Figure 1. Wiring by layer (run 1).
(2 px per um) Only two layers are drawn.
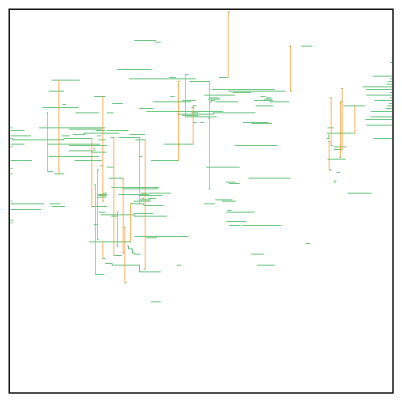
Figure 2. Met1 routing (run 1).
(3 px per um) Supply wires on this layer in gray.
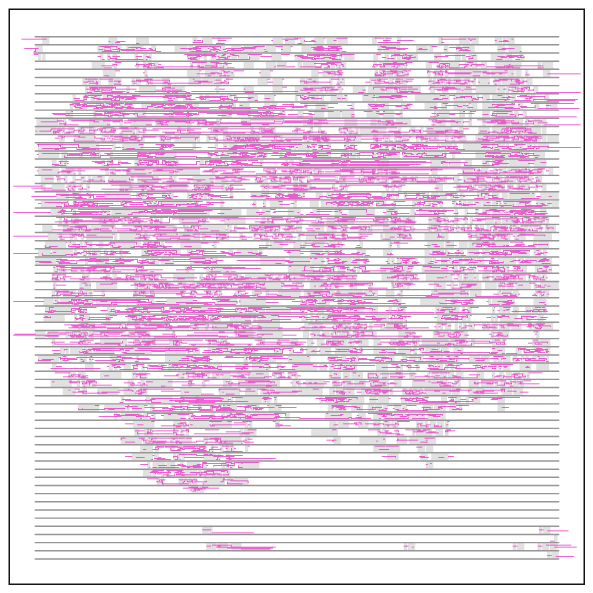
Figure 3. Routing congestion map (run 1).
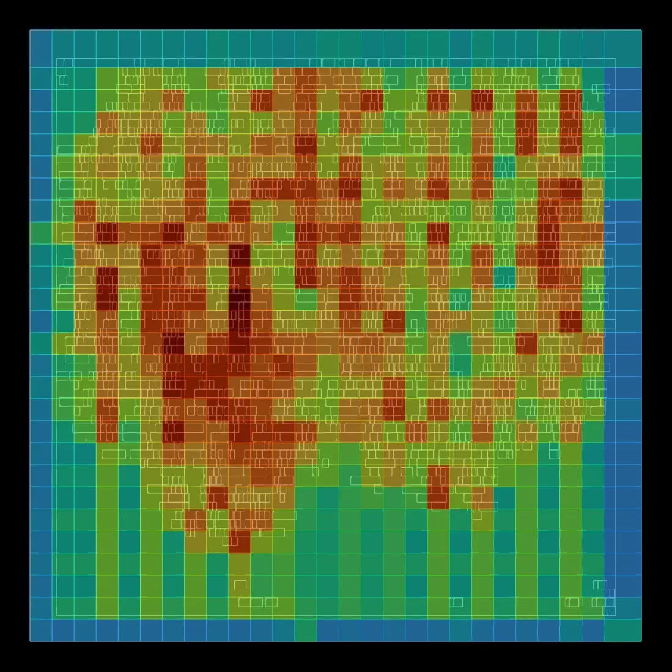
### src/rtl/alu_seq_top.sv
// Sequential add/sub/mul/div ALU with LED and active-low seven-segment display.
// Optional error-banner blinking is built when ERR_BLINK_EN is defined.
module alu_seq_top #(
   parameter int WIDTH     = 6,
   parameter int N_SEGS    = 8,
   parameter int BLINK_DIV = 25_000_000
) (
   input  logic                  clk,
   input  logic                  rst,
   input  logic [WIDTH-1:0]      a,
   input  logic [WIDTH-1:0]      b,
   input  logic [2:0]            func,
   input  logic                  start,
   output logic                  busy,
   output logic                  done,
   output logic [2*WIDTH-1:0]    leds,
   output logic [7*N_SEGS-1:0]   segs,
   output logic                  err,
   output logic [2:0]            dbg_state_o
);

   localparam int W2   = 2 * WIDTH;
   localparam int M    = WIDTH - 1;
   localparam int CW   = (WIDTH > 1) ? $clog2(WIDTH) : 1;
   localparam logic [CW-1:0] LAST = CW'(WIDTH - 1);

   typedef enum logic [2:0] {
      S_IDLE = 3'd0,
      S_ADD  = 3'd1,
      S_MUL  = 3'd2,
      S_DIV  = 3'd3,
      S_FIN  = 3'd4
   } state_t;

   // Handshake: start is taken only while busy=0; busy stays high from the
   // accepting edge through the single done cycle; starts seen while busy are dropped.
   state_t           state_q, state_d;
   logic [1:0]       op_q, op_d;
   logic [WIDTH-1:0] a_q, a_d, b_q, b_d;
   logic [W2-1:0]    acc_q, acc_d, mcand_q, mcand_d, mplier_q, mplier_d;
   logic             neg_q, neg_d;
   logic [WIDTH-1:0] quo_q, quo_d, rem_q, rem_d;
   logic [CW-1:0]    cnt_q, cnt_d;
   logic [W2-1:0]    result_q, result_d;
   logic             err_q, err_d;

   logic [WIDTH-1:0] add_sum;
   logic             add_ovf;
   logic [W2-1:0]    acc_next;
   logic [WIDTH:0]   div_shift;
   logic             div_ge;
   logic [WIDTH-1:0] rem_next, quo_next;

   function automatic logic [W2-1:0] mag_ext(input logic [WIDTH-1:0] v);
      logic [W2-1:0] s;
      s = {{WIDTH{v[M]}}, v};
      return v[M] ? -s : s;
   endfunction

   assign add_sum = op_q[0] ? (a_q - b_q) : (a_q + b_q);
   assign add_ovf = op_q[0] ? ((a_q[M] != b_q[M]) && (add_sum[M] != a_q[M]))
                            : ((a_q[M] == b_q[M]) && (add_sum[M] != a_q[M]));

   assign acc_next  = mplier_q[0] ? (acc_q + mcand_q) : acc_q;

   // Restoring step: bring in the next dividend bit, subtract only if it fits.
   assign div_shift = {rem_q, quo_q[M]};
   assign div_ge    = (div_shift >= {1'b0, b_q});
   assign rem_next  = div_ge ? WIDTH'(div_shift - {1'b0, b_q}) : div_shift[WIDTH-1:0];
   assign quo_next  = {quo_q[WIDTH-2:0], div_ge};

   always_comb begin
      state_d  = state_q;
      op_d     = op_q;
      a_d      = a_q;
      b_d      = b_q;
      acc_d    = acc_q;
      mcand_d  = mcand_q;
      mplier_d = mplier_q;
      neg_d    = neg_q;
      quo_d    = quo_q;
      rem_d    = rem_q;
      cnt_d    = cnt_q;
      result_d = result_q;
      err_d    = err_q;
      case (state_q)
         S_IDLE: begin
            if (start) begin
               op_d     = func[1:0];
               a_d      = a;
               b_d      = b;
               err_d    = 1'b0;
               cnt_d    = '0;
               acc_d    = '0;
               mcand_d  = mag_ext(a);
               mplier_d = mag_ext(b);
               neg_d    = a[M] ^ b[M];
               quo_d    = a;
               rem_d    = '0;
               case (func[1:0])
                  2'b10:   state_d = S_MUL;
                  2'b11:   state_d = S_DIV;
                  default: state_d = S_ADD;
               endcase
            end
         end
         S_ADD: begin
            result_d = {{WIDTH{add_sum[M]}}, add_sum};
            err_d    = add_ovf;
            state_d  = S_FIN;
         end
         S_MUL: begin
            acc_d    = acc_next;
            mcand_d  = mcand_q << 1;
            mplier_d = mplier_q >> 1;
            cnt_d    = cnt_q + 1'b1;
            if (cnt_q == LAST) begin
               result_d = neg_q ? -acc_next : acc_next;
               state_d  = S_FIN;
            end
         end
         S_DIV: begin
            rem_d = rem_next;
            quo_d = quo_next;
            cnt_d = cnt_q + 1'b1;
            if (cnt_q == LAST) begin
               result_d = (b_q == '0) ? '0 : {quo_next, rem_next};
               err_d    = (b_q == '0);
               state_d  = S_FIN;
            end
         end
         S_FIN:   state_d = S_IDLE;
         default: state_d = S_IDLE;
      endcase
   end

   always_ff @(posedge clk) begin
      if (rst) begin
         state_q  <= S_IDLE;
         op_q     <= '0;
         a_q      <= '0;
         b_q      <= '0;
         acc_q    <= '0;
         mcand_q  <= '0;
         mplier_q <= '0;
         neg_q    <= 1'b0;
         quo_q    <= '0;
         rem_q    <= '0;
         cnt_q    <= '0;
         result_q <= '0;
         err_q    <= 1'b0;
      end else begin
         state_q  <= state_d;
         op_q     <= op_d;
         a_q      <= a_d;
         b_q      <= b_d;
         acc_q    <= acc_d;
         mcand_q  <= mcand_d;
         mplier_q <= mplier_d;
         neg_q    <= neg_d;
         quo_q    <= quo_d;
         rem_q    <= rem_d;
         cnt_q    <= cnt_d;
         result_q <= result_d;
         err_q    <= err_d;
      end
   end

   assign busy        = (state_q != S_IDLE);
   assign done        = (state_q == S_FIN);
   assign err         = err_q;
   assign dbg_state_o = state_q;

   logic banner_on;

`ifdef ERR_BLINK_EN
   localparam int BW = (BLINK_DIV > 1) ? $clog2(BLINK_DIV) : 1;
   logic [BW-1:0] blink_cnt_q;
   logic          phase_q;

   // Restarting on err rising makes every banner begin with a visible phase.
   always_ff @(posedge clk) begin
      if (rst || (err_d && !err_q)) begin
         blink_cnt_q <= '0;
         phase_q     <= 1'b0;
      end else if (blink_cnt_q == BW'(BLINK_DIV - 1)) begin
         blink_cnt_q <= '0;
         phase_q     <= ~phase_q;
      end else begin
         blink_cnt_q <= blink_cnt_q + 1'b1;
      end
   end
   assign banner_on = ~phase_q;
`else
   localparam int unused_blink_div = BLINK_DIV;
   assign banner_on = 1'b1;
`endif

   // Digit codes: 0-9 decimal, A minus, B 'E', C 'r', D 'o', E/F blank.
   function automatic logic [6:0] bcd2seg(input logic [3:0] c);
      case (c)
         4'h0: return 7'h3F;
         4'h1: return 7'h06;
         4'h2: return 7'h5B;
         4'h3: return 7'h4F;
         4'h4: return 7'h66;
         4'h5: return 7'h6D;
         4'h6: return 7'h7D;
         4'h7: return 7'h07;
         4'h8: return 7'h7F;
         4'h9: return 7'h6F;
         4'hA: return 7'h40;
         4'hB: return 7'h79;
         4'hC: return 7'h50;
         4'hD: return 7'h5C;
         default: return 7'h00;
      endcase
   endfunction

   function automatic logic [15:0] bin2bcd(input logic [W2-1:0] bin);
      logic [15:0] bcd;
      bcd = '0;
      for (int i = W2 - 1; i >= 0; i--) begin
         for (int d = 0; d < 4; d++)
            if (bcd[4*d +: 4] >= 4'd5) bcd[4*d +: 4] = bcd[4*d +: 4] + 4'd3;
         bcd = {bcd[14:0], bin[i]};
      end
      return bcd;
   endfunction

   // {sign, tens, units} for a WIDTH-bit value; a zero tens digit is blanked.
   function automatic logic [11:0] fmt2(input logic [WIDTH-1:0] v, input logic sgn);
      logic             neg;
      logic [WIDTH-1:0] mag;
      logic [15:0]      bcd;
      neg = sgn & v[M];
      mag = neg ? -v : v;
      bcd = bin2bcd({{WIDTH{1'b0}}, mag});
      return {neg ? 4'hA : 4'hF, (bcd[7:4] == 4'h0) ? 4'hF : bcd[7:4], bcd[3:0]};
   endfunction

   // {sign, four digits} for a signed 2*WIDTH-bit value with leading zeros blanked.
   function automatic logic [19:0] fmt4(input logic [W2-1:0] v);
      logic [W2-1:0] mag;
      logic [15:0]   bcd;
      logic [19:0]   r;
      logic          lead;
      mag  = v[W2-1] ? -v : v;
      bcd  = bin2bcd(mag);
      r    = {v[W2-1] ? 4'hA : 4'hF, bcd};
      lead = 1'b1;
      for (int d = 3; d >= 1; d--) begin
         if (lead && (bcd[4*d +: 4] == 4'h0)) r[4*d +: 4] = 4'hF;
         else lead = 1'b0;
      end
      return r;
   endfunction

   logic [4*N_SEGS-1:0] code;

   always_comb begin
      code = {N_SEGS{4'hF}};
      leds = '0;
      if (err_q) begin
         if (banner_on) code[23:4] = 20'hBCCDC;
      end else if (func[2]) begin
         leds        = {a, b};
         code[31:16] = {4'hF, fmt2(b, func[1:0] != 2'b11)};
         code[15:0]  = {4'hF, fmt2(a, func[1:0] != 2'b11)};
      end else begin
         leds = result_q;
         case (op_q)
            2'b11: begin
               code[31:16] = {4'hF, fmt2(result_q[W2-1:WIDTH], 1'b0)};
               code[15:0]  = {4'hF, fmt2(result_q[WIDTH-1:0], 1'b0)};
            end
            2'b10:   code[19:0] = fmt4(result_q);
            default: code[19:0] = fmt4({{WIDTH{result_q[M]}}, result_q[WIDTH-1:0]});
         endcase
      end
   end

   always_comb begin
      segs = '1;
      for (int k = 0; k < N_SEGS; k++) segs[7*k +: 7] = ~bcd2seg(code[4*k +: 4]);
   end

endmodule

### config.mk
export PLATFORM = sky130hd
export DESIGN_NAME = alu_seq_top
export DESIGN_NICKNAME = d
export VERILOG_FILES = /design/src/rtl/alu_seq_top.sv
export SDC_FILE = /design/constraint.sdc
export NUM_CORES = 1
export LEC_CHECK = 0
export ABC_AREA = 1
export CAP_MARGIN = 10
export CORE_MARGIN = 8
export CORE_UTILIZATION = 35
export CTS_CLUSTER_DIAMETER = 150
export CTS_CLUSTER_SIZE = 14
export DETAILED_ROUTE_END_ITERATION = 16
export GPL_TIMING_DRIVEN = 0
export SYNTH_ARGS = -nofsm -noshare
export SYNTH_HDL_FRONTEND = slang
export SYNTH_SLANG_ARGS = --single-unit
### constraint.sdc
create_clock -name clk -period 9.4 [get_ports clk]
set_input_delay 1.88 -clock clk [delete_from_list [all_inputs] [get_ports clk]]
set_output_delay 1.88 -clock clk [all_outputs]
set_load 0.01 [all_outputs]
==> results.sh, run 1 <==
# flow metrics
export IMPL_crit_type="reg2out"
export IMPL_clock_sinks=82
export IMPL_maxSlewViolCount=0
export IMPL_row_count=64
export IMPL_xor_share_pct=3.02
export IMPL_antennaDiodeCount=0
export IMPL_synth_area_um2=10700
export IMPL_drive_gt1_share_pct=23.8
export IMPL_io_buffers=76
export IMPL_synthCells=1763
export IMPL_dp_cells=2247
export IMPL_crit_buf_inv=18
export IMPL_inv_count=289
export IMPL_routed_via_density=5.18
export IMPL_htreeDepth=3
export IMPL_cts_resized=253
export IMPL_postRouteAntennaNets=0
export IMPL_crit_reg2reg_capture="result_q[11]$_SDFFE_PP0P_"
export IMPL_clock_buffers=12
export IMPL_clk_transition_reported_paths_ps=60
export IMPL_cts_hold_buf=0
export IMPL_seq_cells=82
export IMPL_cts_setup_buffers=71
export IMPL_logic_gates=1353
export IMPL_yosysCellCount=1763
export IMPL_finalSetupViolations=28
export IMPL_yosys_area_um2=10700
export IMPL_pre_cts_slack_ps=-1510
export IMPL_maxCapViolations=0
export IMPL_combGateArea_um2=8780
export IMPL_tap_cells=396
export IMPL_crit_required_ps=7520
export IMPL_largest_cell_class="combinational gates"
export IMPL_met1_usage_pct=23.1
export IMPL_n_all_buffers=241
export IMPL_max_freq_ghz=0.0997
export IMPL_first_global_vias=11500
export IMPL_highest_layer="met4"
export IMPL_die_y_um=191
export IMPL_grt_max_degree=14
export IMPL_warnings=89
export IMPL_skew_ps=5.66
export IMPL_clock_tree_buffer_depth=2
export IMPL_topCombFamilyByArea="simple AND/OR/NAND/NOR gates"
export IMPL_regArea_um2=1670
export IMPL_finalClockPeriodUsage_pct=107
export IMPL_r2r_slack_ps=5790
export IMPL_yosysWarnings=0
export IMPL_post_route_util_pct=46.8
export IMPL_critPathMostFrequentCell="nand2_2"
export IMPL_slew_headroom_pct=41.8
export IMPL_critPathArrivalTime_ps=8150
export IMPL_hp_start="mplier_q[11]$_SDFFE_PP0P_"
export IMPL_area_leaders="dfxtp_1 (15%), nand2_1 (15%), ha_1 (15%)"
export IMPL_clock_latency_ps=340
export IMPL_cts_tree="done"
export IMPL_cts_root_buffer="clkbuf_16"
export IMPL_dr_wl_met3_um=1510
export IMPL_synth_distinct_cells=63
export IMPL_clkCellAreaFrac_pct=2.21
export IMPL_io_pins=92
export IMPL_drt_iter0_drc=691
export IMPL_synth_compound_area_share_pct=21.3
export IMPL_initCoreUtil_pct=35.3
export IMPL_core_area_um2=30400
export IMPL_whs_ps=461
export IMPL_setup_slack_ps=-625
export IMPL_comb_area_share_pct=61.6
export IMPL_cts_made_buffers=9
export IMPL_ys_sh_adder_pct=15.5
export IMPL_postPlaceCellArea_um2=12200
export IMPL_ys_sh_mux_pct=0.186
export IMPL_critPathLaunchType="register"
export IMPL_synth_seq_cells=82
export IMPL_place_gp_congestion=0.926
export IMPL_syn_area_per_cell_um2=6.09
export IMPL_status="finished with violations"
export IMPL_hold_viol=0
export IMPL_fin_area_um2=14300
export IMPL_critPathLaunch="result_q[4]$_SDFFE_PP0P_"
export IMPL_flop_cell="dfxtp_1"
export IMPL_fin_crit_ps=10030
export IMPL_grt_pass1_wl_um=56600
export IMPL_synth_top_cell_by_count="nand2_1"
export IMPL_lay_top_count="nand2_1"
export IMPL_drt_met1_wl_um=15700
export IMPL_crit_path_top_delay_cell="dfxtp_4"
export IMPL_drc=0
export IMPL_violations="setup timing"
export IMPL_num_vias=12300
export IMPL_hold_class="reg2reg"
export IMPL_syn_to_final_growth_pct=32.8
Notes on Figure 1 above:
Key: green = M3 [wire length 1510 um]; orange = M4 [wire length 807 um]

Notes on Figure 2 above:
The layer carries 15700 um of wire. The longest straight run is 54.0 um.

Notes on Figure 3 above:
met2 Track Usage GR: 33.7%
average wire per cell in the routed design: 15.1 um
grt met3 use: 1.82%
gr busiest metal: met2
gr usage total: 18.6%

==> run 1 -> run 2 <==
- SKIP_CTS_REPAIR_TIMING: unset -> 1
- clock period: 9.4 -> 10.3 ns (I/O delays scaled with it)
==> results.sh, run 2 <==
# flow metrics
export IMPL_fin_area_um2=13500
export IMPL_pre_cts_slack_ps=-1680
export IMPL_grt_pass1_wl_um=52300
export IMPL_crit_buf_inv=16
export IMPL_seq_cells=82
export IMPL_synth_seq_cells=82
export IMPL_synthCells=1763
export IMPL_syn_area_per_cell_um2=6.09
export IMPL_synth_compound_area_share_pct=21.3
export IMPL_grt_usage_pct=17.2
export IMPL_whs_ps=458
export IMPL_cp_depth=75
export IMPL_clkCellAreaFrac_pct=2.54
export IMPL_io_pins=92
export IMPL_end_kind="output port"
export IMPL_clock_buffers=10
export IMPL_maxCapViolations=0
export IMPL_hp_start="mplier_q[11]$_SDFFE_PP0P_"
export IMPL_status="finished with violations"
export IMPL_drc=0
export IMPL_filler_cell_count=3155
export IMPL_cts_made_buffers=9
export IMPL_yosysWarnings=0
export IMPL_slew_headroom_pct=41.8
export IMPL_crit_reg2reg_capture="result_q[11]$_SDFFE_PP0P_"
export IMPL_hold_viol=0
export IMPL_crit_type="reg2out"
export IMPL_yosys_area_um2=10700
export IMPL_crit_required_ps=8240
export IMPL_common_cells="nand2_1 (429), inv_1 (269), nor2_1 (139)"
export IMPL_violations="setup timing"
export IMPL_die_y_um=191
export IMPL_logic_gates=1353
export IMPL_ys_sh_adder_pct=15.5
export IMPL_post_route_util_pct=44.3
export IMPL_postRouteAntennaNets=0
export IMPL_largest_cell_class="combinational gates"
export IMPL_xor_share_pct=3.02
export IMPL_synth_area_um2=10700
export IMPL_finalClockPeriodUsage_pct=103
export IMPL_tap_cells=396
export IMPL_final_instance_count_excl_fill=2314
export IMPL_maxSlewViolCount=0
export IMPL_dp_cells=2247
export IMPL_synth_distinct_cells=63
export IMPL_syn_to_final_growth_pct=25.7
export IMPL_clk_transition_reported_paths_ps=60
export IMPL_skew_ps=6.80
export IMPL_drt_met1_wl_um=15100
export IMPL_critPathMostFrequentCell="nand2_2"
export IMPL_critPathArrivalTime_ps=8530
export IMPL_setup_slack_ps=-294
export IMPL_highest_layer="met4"
export IMPL_n_all_buffers=178
export IMPL_r2r_slack_ps=6580
export IMPL_critPathLaunchType="register"
export IMPL_clock_tree_buffer_depth=2
export IMPL_max_freq_ghz=0.0944
export IMPL_warnings=88
export IMPL_htreeDepth=3
export IMPL_cts_tree="done"
export IMPL_topCombFamilyByArea="simple AND/OR/NAND/NOR gates"
export IMPL_crit_path_top_delay_cell="dfxtp_4"
export IMPL_grt_max_degree=15
export IMPL_critPathLaunch="result_q[3]$_SDFFE_PP0P_"
export IMPL_yosysCellCount=1763
export IMPL_fin_crit_ps=10590
export IMPL_finalSetupViolations=13
export IMPL_initCoreUtil_pct=35.3
export IMPL_row_count=64
export IMPL_area_leaders="dfxtp_1 (15%), nand2_1 (15%), ha_1 (15%)"
export IMPL_r2r_cells=23
export IMPL_postPlaceCellArea_um2=12000
export IMPL_drt_iter0_drc=798
export IMPL_hold_class="reg2reg"
export IMPL_flop_cell="dfxtp_1"
export IMPL_yosysTopAreaCell="dfxtp_1"
export IMPL_synth_top_cell_by_count="nand2_1"
export IMPL_regArea_um2=1660
export IMPL_cts_root_buffer="clkbuf_16"
export IMPL_combGateArea_um2=8480
export IMPL_antennaDiodeCount=0
export IMPL_io_buffers=76
export IMPL_routed_via_density=5.08
export IMPL_clock_latency_ps=340
export IMPL_ys_sh_mux_pct=0.186
export IMPL_crit_fanout=6
export IMPL_drive_gt1_share_pct=18.2
export IMPL_die_w_um=191
export IMPL_place_gp_congestion=0.965
export IMPL_antenna_found_initial=0
export IMPL_dr_wl_met3_um=1420
export IMPL_num_vias=11800
export IMPL_inv_count=289
export IMPL_first_global_vias=10700
export IMPL_lay_top_count="nand2_1"
export IMPL_clock_sinks=82
export IMPL_comb_area_share_pct=62.9
export IMPL_crit_end="segs[7]"
export IMPL_busiest_layer="met2"
export IMPL_core_area_um2=30400
Figure 4. Met1 routing (run 2).
(3 px per um) Supply wires on this layer in gray.
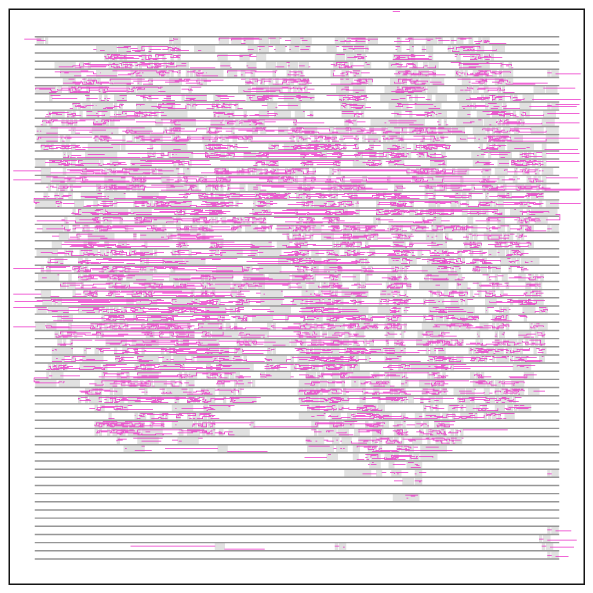
The layer holds 44% of the routed length. The layer carries 15100 um of wire. The longest straight run is 45.1 um. The wires run mostly horizontal.
met1 Track Usage GR: 21.7%
Routed WL: 34100 um

Figure 5. Routing congestion map (run 2).
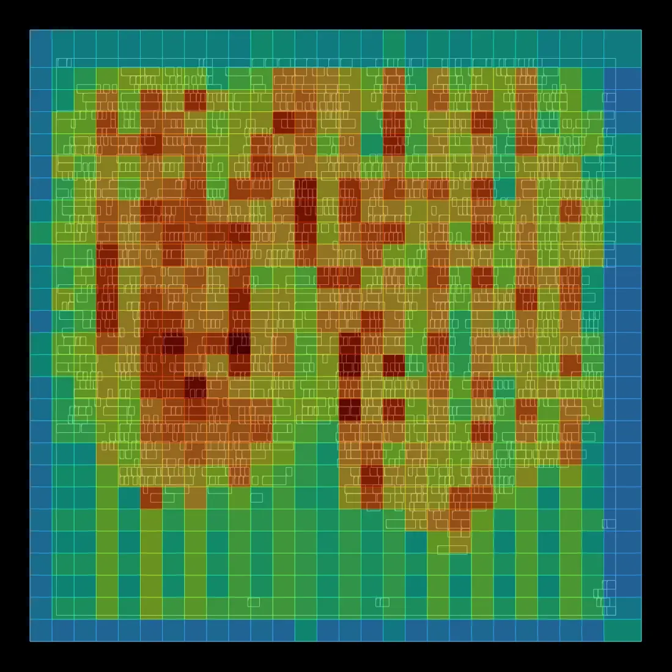
met2 Track Usage GR: 30.6%
grt met3 use: 1.62%
average wire per cell in the routed design: 14.7 um

